--- src/rtl/rggen_bit_field_rwl_lane.sv ---
// Write-lockable bit field split into independently lockable lanes, with an external lock and a write-count self-lock per lane.
// Optional sticky blocked-write flags: define RGGEN_BIT_FIELD_RWL_LANE_VIOLATION_EN.
module rggen_bit_field_rwl_lane #(
    parameter int               WIDTH         = 32,
    parameter int               LANE_WIDTH    = 8,
    parameter logic [WIDTH-1:0] INITIAL_VALUE = '0,
    parameter int               WRITE_LIMIT   = 0,
    localparam int              LANES         = (WIDTH + LANE_WIDTH - 1) / LANE_WIDTH
) (
    input  logic             i_clk,
    input  logic             i_rst_n,
    input  logic             bit_field_write_valid,
    input  logic [WIDTH-1:0] bit_field_write_mask,
    input  logic [WIDTH-1:0] bit_field_write_data,
    output logic [WIDTH-1:0] bit_field_read_data,
    output logic [WIDTH-1:0] bit_field_value,
    input  logic [LANES-1:0] i_lock,
    input  logic             i_count_clear,
`ifdef RGGEN_BIT_FIELD_RWL_LANE_VIOLATION_EN
    output logic [LANES-1:0] o_violation,
`endif
    output logic [WIDTH-1:0] o_value,
    output logic [LANES-1:0] o_lane_locked
);

    localparam int COUNT_WIDTH = (WRITE_LIMIT == 0) ? 1 : $clog2(WRITE_LIMIT + 1);

    logic [WIDTH-1:0] value;
    logic [LANES-1:0] attempt;
    logic [LANES-1:0] accept;
    logic [LANES-1:0] limit_reached;

    assign bit_field_read_data = value;
    assign bit_field_value     = value;
    assign o_value             = value;
    assign o_lane_locked       = i_lock | limit_reached;

    for (genvar l = 0; l < LANES; l++) begin : g_lane
        localparam int LO = l * LANE_WIDTH;
        localparam int HI = (((l + 1) * LANE_WIDTH) > WIDTH) ? (WIDTH - 1) : (((l + 1) * LANE_WIDTH) - 1);

        assign attempt[l] = bit_field_write_valid & (|bit_field_write_mask[HI:LO]);
        assign accept[l]  = attempt[l] & ~o_lane_locked[l];

        always_ff @(posedge i_clk or negedge i_rst_n) begin
            if (!i_rst_n) begin
                value[HI:LO] <= INITIAL_VALUE[HI:LO];
            end else if (accept[l]) begin
                value[HI:LO] <= (bit_field_write_data[HI:LO] & bit_field_write_mask[HI:LO])
                              | (value[HI:LO] & ~bit_field_write_mask[HI:LO]);
            end
        end

        if (WRITE_LIMIT != 0) begin : g_counter
            logic [COUNT_WIDTH-1:0] count;

            assign limit_reached[l] = (count == COUNT_WIDTH'(WRITE_LIMIT));

            // An accepted write implies the lane is below the limit, so the increment never overflows.
            always_ff @(posedge i_clk or negedge i_rst_n) begin
                if (!i_rst_n) begin
                    count <= '0;
                end else if (i_count_clear) begin
                    count <= '0;
                end else if (accept[l]) begin
                    count <= count + COUNT_WIDTH'(1);
                end
            end
        end else begin : g_no_counter
            assign limit_reached[l] = 1'b0;
        end

`ifdef RGGEN_BIT_FIELD_RWL_LANE_VIOLATION_EN
        always_ff @(posedge i_clk or negedge i_rst_n) begin
            if (!i_rst_n) begin
                o_violation[l] <= 1'b0;
            end else if (i_count_clear) begin
                o_violation[l] <= 1'b0;
            end else if (attempt[l] && o_lane_locked[l]) begin
                o_violation[l] <= 1'b1;
            end
        end
`endif
    end

    logic unused_count_clear;
    assign unused_count_clear = i_count_clear;

endmodule

--- config.mk ---
export PLATFORM = sky130hd
export DESIGN_NAME = rggen_bit_field_rwl_lane
export DESIGN_NICKNAME = d
export VERILOG_FILES = /design/src/rtl/rggen_bit_field_rwl_lane.sv
export SDC_FILE = /design/constraint.sdc
export NUM_CORES = 1
export LEC_CHECK = 0
export CORE_MARGIN = 4
export CORE_UTILIZATION = 34
export DETAILED_ROUTE_END_ITERATION = 7
export PLACE_DENSITY_LB_ADDON = 0.15
export SLEW_MARGIN = 10
export SYNTH_ARGS = -nofsm -noshare
export SYNTH_HDL_FRONTEND = slang
export SYNTH_SLANG_ARGS = --single-unit
--- constraint.sdc ---
create_clock -name i_clk -period 1.8 [get_ports i_clk]
set_input_delay 0.36 -clock i_clk [delete_from_list [all_inputs] [get_ports i_clk]]
set_output_delay 0.36 -clock i_clk [all_outputs]
set_load 0.02 [all_outputs]
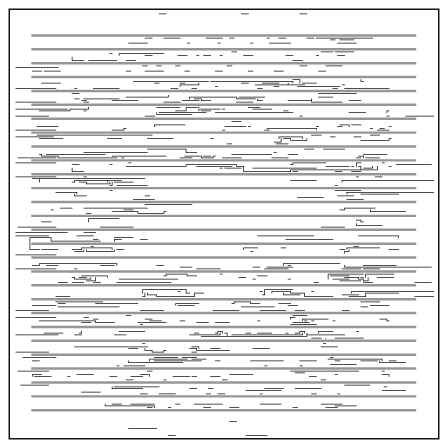
(run_1/layer_met1.png)
Supply wires on this layer in gray.
nets with wire on the layer	282
main direction	horizontal

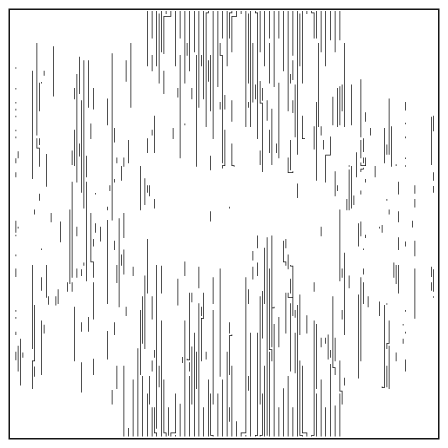
(run_1/layer_met2.png)
wire length on this layer	2750 um
nets with wire on the layer	325
share of all routed wire	52%
longest straight run	38.8 um

==> impl_metrics.json, run 1 <==
{
  "outcome": "finished, final reports clean",
  "max-slew-margin-rel_pct": 72.00,
  "stdcell_count": 354,
  "clk-insertion-delay-late_ns": 0.27,
  "fp_util_pct": 35.32,
  "p_total_mw": 3.298,
  "clock-sinks": 32,
  "logic_family": "buffers and inverters",
  "yosys.area_share.aoi_pct": 0,
  "finalCriticalPeriod_ns": 1.690,
  "core-area_mm2": 0.005540,
  "hold_path.class": "in -> async",
  "fmaxAchievable_mhz": 591.8,
  "synth_cell_types": 6,
  "clk_pin_slew_ns": 0.07,
  "crit_fanout": 4,
  "ys_ff": 32,
  "final_antenna_net_count": 0,
  "top_usage_layer": "met2",
  "gr-usage-met2_pct": 25.45,
  "grtUsageMet1_pct": 17.33,
  "wl_met1_mm": 1.925,
  "criticalPathCategory": "reg -> out",
  "arrival_ns": 1.33,
  "worst-path-buf-inv": 1,
  "die_area_mm2": 0.007033,
  "first_pass_iters": 4,
  "route.met2.wl_mm": 2.749,
  "gp_congestion": 0.7161,
  "syn2layout_area_growth_pct": 71.16,
  "drt-initial-drc-count": 25,
  "final.setup_skew_ns": 0,
  "grt-ovfl-total": 0,
  "setup_viol_count_final": 0,
  "syn-cell-area_mm2": 0.001957,
  "ys_seq_share_pct": 40.92,
  "num_vias": 1548,
  "path_delay_family": "buffers and inverters",
  "drv_cap": 0,
  "critical_path.cell_chain": "clkdlybuf4s50_1",
  "required_ns": 1.44,
  "rsz0062_at_grt": "no",
  "ys_area_mm2": 0.001957,
  "fin_ws_ns": 0.1102,
  "highest_layer": "met4",
  "ys_sh_adder_pct": 0,
  "fin_util_pct": 60.46,
  "ys_cells": 167,
  "powerDensity_mw_per_mm2": 984.8,
  "simple_gate_share_pct": 12.28,
  "ys_sh_mux_pct": 18.99,
  "grt_max_degree": 33,
  "dpl.hpwl_mm": 4.228,
  "drive_gt1_share_pct": 16.31,
  "crit_path_top_delay_cell": "clkdlybuf4s50_1",
  "grt_pass1_wl_mm": 8.445,
  "hold_ws_ns": 0.4802,
  "grt_use_met3_pct": 6.417,
  "post_drt_wl_per_cell_um": 14.88,
  "fillCellCount": 502,
  "grt_pass1_vias": 1655,
  "ctsHoldBuffers": 0,
  "vias_per_cell": 4.373,
  "worstMarginPinSlew_ns": 0.4200
}
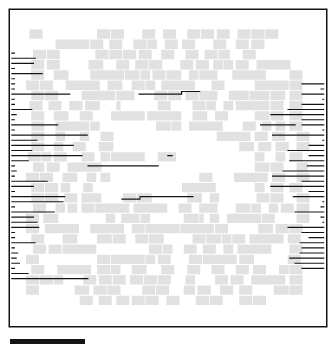
(run_1/layer_met3.png)
Bar = 20 um.
share of all routed wire	10%
longest straight run	20.2 um
main direction	horizontal

==> run 1: timing repair <==
action / in CTS / in global routing
endpoints found under the hold margin: 0 / 0
endpoints found under the setup margin: 4 / 0
resized: 4 / 0
setup buffers: 0 / 0
==> run 1: cell usage in the layout, fill, tap and decap left out <==
master           Yosys  routed
clkdlybuf4s50_1      0     166
nand3b_1            32      32
dfrtp_1             32      32
mux2_2              29      29
buf_4               68       8
clkbuf_8             0       6
dlygate4sd2_1        0       4
mux2_4               3       3
clkbuf_1             0       2
==> run 1: logic make-up after synthesis <==
family                 Yosys count
buffers and inverters           71
DFF                             32
muxes                           32
and+or+nand+nor                 32
==> run 1: area by class of cell <==
cell class | instances | area (um2) | area share (%)
tap | 72 | 90.09 | 2.690
sequential | 32 | 800.8 | 23.91
multi-input combinational | 64 | 611.8 | 18.27
timing repair buffer | 178 | 1757 | 52.45
clock buffer | 8 | 90.09 | 2.690
==> run 1: worst paths after layout <==
check / depth (start not counted) / endpoint / slack (ns)
setup / recovery: 1 / o_value[16] / 0.11
setup reg to reg: 1 / flop / 0.99
min in group i_clk: 1 / flop / 0.56
max in group asynchronous: 2 / asynchronous set/reset pin / 1.02
hold / removal: 2 / asynchronous set/reset pin / 0.48
hold reg to reg: 1 / flop / 0.56
==> run 1: report_power, final <==
group          internal, mW  switching [mW]
Clock                 0.312           0.254
Sequential            0.857           0.138
Combinational         0.950           0.788
==> run 1: per-stage QoR <==
stage / setup TNS [ns] / area (um2)
final: 0 / 3349
after floorplan: 0 / 1957
after global placement: -0.004333 / 3264
after detailed placement: -0.007568 / 3264
after global routing: 0 / 3349
after CTS: 0 / 3349
==> run 1: cells in the mapped netlist (all sizes together) <==
library cell | number | area (um2)
buf | 71 | 544.3
dfrtp | 32 | 800.8
mux2 | 32 | 371.6
nand3b | 32 | 240.2
==> run 2, diff against run 1 <==
--- a/config.mk
+++ b/config.mk
@@ -8,6 +8,7 @@
 export CORE_MARGIN = 4
 export CORE_UTILIZATION = 34
 export DETAILED_ROUTE_END_ITERATION = 7
+export GPL_ROUTABILITY_DRIVEN = 0
 export PLACE_DENSITY_LB_ADDON = 0.15
 export SLEW_MARGIN = 10
 export SYNTH_ARGS = -nofsm -noshare
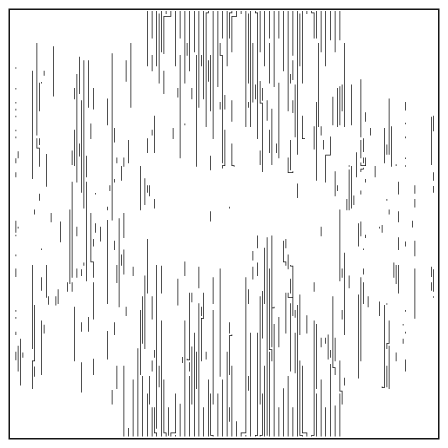
(run_2/layer_met2.png)
main direction	vertical
share of all routed wire	52%
longest straight run	38.8 um
wire length on this layer	2750 um
nets with wire on the layer	325

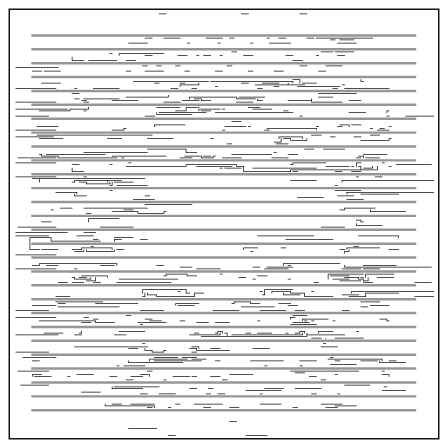
(run_2/layer_met1.png)
Supply wires on this layer in gray.
main direction	horizontal
longest straight run	22.5 um

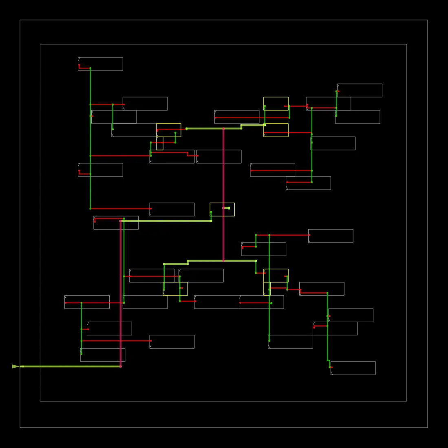
(run_2/clocks.png)
Late-Pin Clk Latency: 0.27 ns
CTS sink count: 32
CTS buffer count: 5
flop count: 32

==> run 2 against run 1 <==
Against the previous run:
- design area did not move
- critical path depth did not move
- maximum frequency did not move
- clock power barely moved
- hold slack did not move
- clock skew did not move
- sequential share of layout area did not move
- die size did not move
- power did not move
- wire length did not move
- worst setup slack did not move
==> impl_metrics.json, run 2 <==
{
  "synth_cell_types": 6,
  "arrival_ns": 1.33,
  "final.setup_skew_ns": 0,
  "stdcell_count": 354,
  "most_common_cell": "buf_4",
  "wl_met1_mm": 1.925,
  "clk_pin_slew_ns": 0.07,
  "regToRegSetupSlack_ns": 0.99,
  "first_pass_iters": 4,
  "flop_cell": "dfrtp_1",
  "ys_area_mm2": 0.001957,
  "syn-cell-area_mm2": 0.001957,
  "crit_fanout": 4,
  "cts_setup_buffers": 0,
  "grt_pass1_vias": 1655,
  "drv_cap": 0,
  "outcome": "finished, final reports clean",
  "drv_slew": 0,
  "fp_util_pct": 35.32,
  "grt_pass1_wl_mm": 8.445,
  "yosys.area_share.aoi_pct": 0,
  "lay_top_count": "clkdlybuf4s50_1",
  "die_area_mm2": 0.007033,
  "final_cell_mix": "clkdlybuf4s50_1 (166), nand3b_1 (32), dfrtp_1 (32)",
  "grt-ovfl-total": 0,
  "num_vias": 1548,
  "setup_tns_ns": 0,
  "path_delay_family": "buffers and inverters",
  "fmaxAchievable_mhz": 591.8,
  "syn2layout_area_growth_pct": 71.16,
  "drive_gt1_share_pct": 16.31,
  "powerDensity_mw_per_mm2": 984.8,
  "core-area_mm2": 0.005540,
  "ctsHoldBuffers": 0,
  "logic_family": "buffers and inverters",
  "reg2reg_depth": 1,
  "crit_cells": 1,
  "yosys-top-cells-count": "buf_4 (68), dfrtp_1 (32), nand3b_1 (32)",
  "fin_ws_ns": 0.1102,
  "highest_layer": "met4",
  "routed_wl_mm": 5.268,
  "ys_ff": 32,
  "critical_path.cell_chain": "clkdlybuf4s50_1",
  "dpl.hpwl_mm": 4.228,
  "finalCriticalPeriod_ns": 1.690,
  "port-buffer-count": 170,
  "worst-path-buf-inv": 1,
  "ys_sh_mux_pct": 18.99,
  "ys_cells": 167,
  "required_ns": 1.44,
  "criticalPathCategory": "reg -> out",
  "p_total_mw": 3.298,
  "rsz0062_at_grt": "no",
  "edf_count": 0,
  "antenna_found_initial": 0,
  "dr_wl_met3_um": 535,
  "antenna_cells": 0,
  "ys_seq_share_pct": 40.92,
  "synthArstFlopShare_pct": 100.0,
  "post-synth-top-area-cell": "dfrtp_1",
  "topCellsByArea": "dfrtp_1 (41%), buf_4 (26%), mux2_2 (17%)",
  "crit_path_top_delay_cell": "clkdlybuf4s50_1",
  "setup_viol_count_final": 0,
  "vias_per_cell": 4.373,
  "worstMarginPinSlew_ns": 0.4200,
  "drt-initial-drc-count": 25,
  "route.met2.wl_mm": 2.749,
  "simple_gate_share_pct": 12.28,
  "die_w_um": 83.87,
  "post_drt_wl_per_cell_um": 14.88,
  "fillCellCount": 502,
  "max-slew-margin-rel_pct": 72.00,
  "fin_util_pct": 60.46,
  "top_area_share_pct": 40.92,
  "ys_sh_adder_pct": 0
}
## run 2: cell counts after synthesis
Identical to the previous run, type by type.
## run 2: cells by family after synthesis
group	Yosys count
flops	32
mux	32
buf+inv	71
simple gates	32
## run 2: worst max path at each step
stage                                     end  slack [ns]
after floorplan           bit_field_value[18]        0.80
after global routing      bit_field_value[16]        0.04
after detailed placement     o_lane_locked[0]      -0.007
after CTS                         o_value[16]        0.09
final                             o_value[16]        0.11
after global placement       o_lane_locked[3]      -0.004
## run 2: cell type report
type,instances,area (um2),area share (%)
Timing Repair Buffer,178,1757,52.45
Sequential cell,32,800.8,23.91
Multi-Input combinational cell,64,611.8,18.27
Clock buffer,8,90.09,2.690
Tap cell,72,90.09,2.690
## run 2: layer usage
layer,global-route usage [%],vias to the layer above
met2,25.45,89
met3,6.417,5
met5,0,-
li1,-,728
met1,17.33,726
met4,4.386,0
## run 2: through the flow
stage | hold slack (ns) | area [um2]
final | 0.4802 | 3349
after detailed placement | 0.5475 | 3264
after global placement | 0.5397 | 3264
after CTS | 0.4887 | 3349
after global routing | 0.5224 | 3349
after floorplan | 0.06441 | 1957
## run 2: report_power, final
group / total [mW] / internal, mW / switching (mW)
logic: 1.74 / 0.950 / 0.788
clock network: 0.566 / 0.312 / 0.254
registers: 0.995 / 0.857 / 0.138
## run 2: what timing repair did
action,in CTS,in global routing
resized,4,0
endpoints found under the setup margin,4,0
hold endpoints to repair,0,0
==> run_2/layer_met3.png <==
Bar = 20 um.
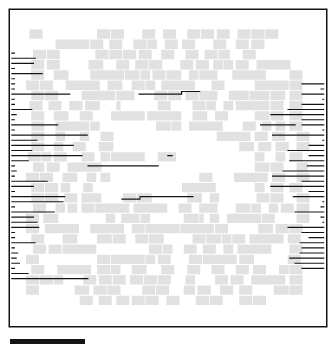

==> run 3, diff against run 2 <==
--- a/config.mk
+++ b/config.mk
@@ -9,7 +9,9 @@
 export CORE_UTILIZATION = 34
 export DETAILED_ROUTE_END_ITERATION = 7
 export GPL_ROUTABILITY_DRIVEN = 0
+export MAX_ROUTING_LAYER = met4
 export PLACE_DENSITY_LB_ADDON = 0.15
+export SKIP_LAST_GASP = 1
 export SLEW_MARGIN = 10
 export SYNTH_ARGS = -nofsm -noshare
 export SYNTH_HDL_FRONTEND = slang
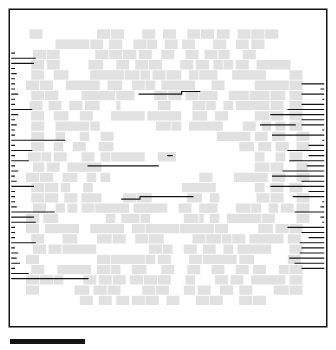
(run_3/layer_met3.png)
Bar = 20 um.
nets with wire on the layer	83
main direction	horizontal
share of all routed wire	8.0%
wire length on this layer	418 um

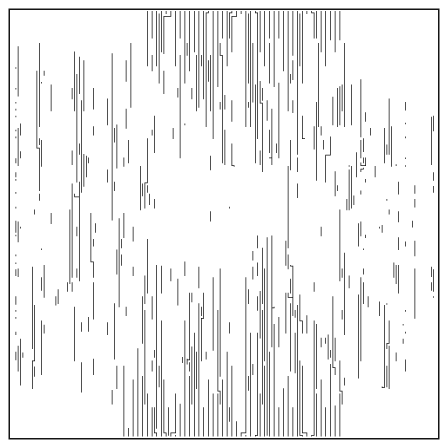
(run_3/layer_met2.png)
share of all routed wire	52%
main direction	vertical
longest straight run	38.8 um
wire length on this layer	2740 um
nets with wire on the layer	325

==> run 3 against run 2 <==
Against the previous run:
- maximum frequency is essentially flat
- sequential cell count is the same
- power shrank 0.11%
- critical path type unchanged
- cell count is the same
==> impl_metrics.json, run 3 <==
{
  "setup_viol_count_final": 0,
  "final.setup_skew_ns": 0,
  "fin_util_pct": 60.46,
  "drt-initial-drc-count": 15,
  "crit_fanout": 4,
  "syn-cell-area_mm2": 0.001957,
  "power_frac_clock_pct": 17.0,
  "grtUsageMet1_pct": 18.19,
  "worstMarginPinSlew_ns": 0.4201,
  "grt_pass1_vias": 1662,
  "dpl.hpwl_mm": 4.228,
  "ys_ff": 32,
  "post_drt_wl_per_cell_um": 14.85,
  "fp_util_pct": 35.32,
  "finalCriticalPeriod_ns": 1.690,
  "setup_tns_ns": 0,
  "gr-usage-met2_pct": 25.60,
  "worst-path-buf-inv": 1,
  "required_ns": 1.44,
  "criticalPathCategory": "reg -> out",
  "critical_path.cell_chain": "clkdlybuf4s50_1",
  "post-synth-top-area-cell": "dfrtp_1",
  "stdcell_count": 354,
  "routed_wl_mm": 5.257,
  "post_dp_cell_area_mm2": 0.003264,
  "finalInstanceArea_mm2": 0.003349,
  "ys_area_mm2": 0.001957,
  "intPower_mw": 2.119,
  "reg2reg_depth": 1,
  "lay_top_count": "clkdlybuf4s50_1",
  "power_frac_comb_pct": 52.8,
  "path_delay_family": "buffers and inverters",
  "rsz0062_at_grt": "no",
  "max-slew-margin-rel_pct": 72.00,
  "synth_cell_types": 6,
  "antenna_cells": 0,
  "regToRegSetupSlack_ns": 0.98,
  "first_pass_iters": 4,
  "fin_ws_ns": 0.1103,
  "clockRootBuffer": "clkbuf_8",
  "fmaxAchievable_mhz": 591.8,
  "synthArstFlopShare_pct": 100.0,
  "clk_pin_slew_ns": 0.06,
  "die_w_um": 83.87,
  "edf_count": 0,
  "crit_path_top_delay_cell": "clkdlybuf4s50_1",
  "topCellsByArea": "dfrtp_1 (41%), buf_4 (26%), mux2_2 (17%)",
  "drive_gt1_share_pct": 16.31,
  "ctsHoldBuffers": 0,
  "grt_pass1_wl_mm": 8.431,
  "flop_cell": "dfrtp_1",
  "outcome": "finished, final reports clean",
  "ys_cells": 167,
  "cpPeakStageDelay_ns": 0.63,
  "syn2layout_area_growth_pct": 71.16,
  "ys_seq_share_pct": 40.92,
  "clock-sinks": 32,
  "top_usage_layer": "met2",
  "powerDensity_mw_per_mm2": 983.7,
  "clk-insertion-delay-late_ns": 0.27,
  "grt-ovfl-total": 0,
  "die_area_mm2": 0.007033,
  "yosys-top-cells-count": "buf_4 (68), dfrtp_1 (32), nand3b_1 (32)",
  "seqPwrFrac_pct": 30.2,
  "num_vias": 1550,
  "drv_cap": 0,
  "port-buffer-count": 170
}
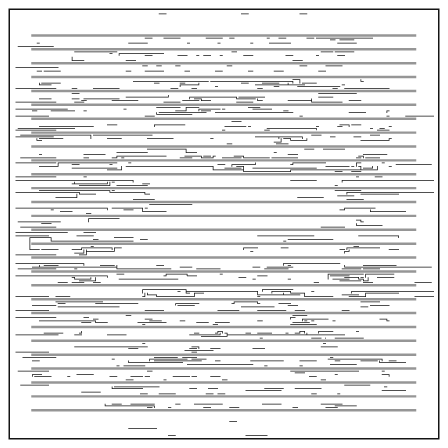
(run_3/layer_met1.png)
Supply wires on this layer in gray.
longest straight run	23.0 um
nets with wire on the layer	290
wire length on this layer	2040 um

## run 3: area by class of cell
cell class	count	area (um2)
timing repair buffer	178	1757
multi-input combinational	64	611.8
tap	72	90.09
sequential	32	800.8
fill	502	2191
clock buffer	8	90.09
## run 3: worst max-delay path by stage
stage	to	startpoint	slack (ns)	cells after the start
finish	o_value[16]	flop	0.11	1
detailed placement	o_lane_locked[0]	i_lock[0]	-0.007	2
global placement	o_lane_locked[3]	i_lock[3]	-0.004	2
CTS	o_value[16]	flop	0.09	1
global route	bit_field_value[16]	flop	0.04	1
floorplan	bit_field_value[18]	flop	0.80	1
## run 3: metrics by stage
step / hold WS (ns) / total power, mW
global placement: 0.5397 / 2.755
finish: 0.4764 / 3.295
floorplan: 0.06441 / 2.099
detailed placement: 0.5475 / 2.766
global route: 0.5191 / 3.461
CTS: 0.4887 / 3.346
## run 3: repair_timing
action / in CTS / in global routing
resized: 4 / 0
endpoints found under the setup margin: 4 / 0
endpoints found under the hold margin: 0 / 0
## run 3: power groups by stage
stage	clock network (mW)	registers, mW	logic (mW)
6_report	0.561	0.996	1.74
5_1_grt	0.621	1.03	1.81
4_1_cts	0.588	0.999	1.76
3_5_place_dp	0	1.01	1.76
3_3_place_gp	0	1.01	1.75
2_1_floorplan	0	1.16	0.942
## run 3: routing by layer
layer / vias up / wire length, um
li1: 728 / -
met1: 728 / 2040
met2: 89 / 2741
met3: 5 / 418
met4: 0 / 57
met5: - / 0
## run 3: cell families (layout without fill, tap and decap cells)
| logic type | count (synthesis) | after routing | share of synthesized area (%) |
|---|---|---|---|
| mux | 32 | 32 | 18.99 |
| buf+inv | 71 | 186 | 27.81 |
| flops | 32 | 32 | 40.92 |
| simple gates | 32 | 32 | 12.28 |
Power figures rest on the tool's default switching activity, not on a simulated workload.
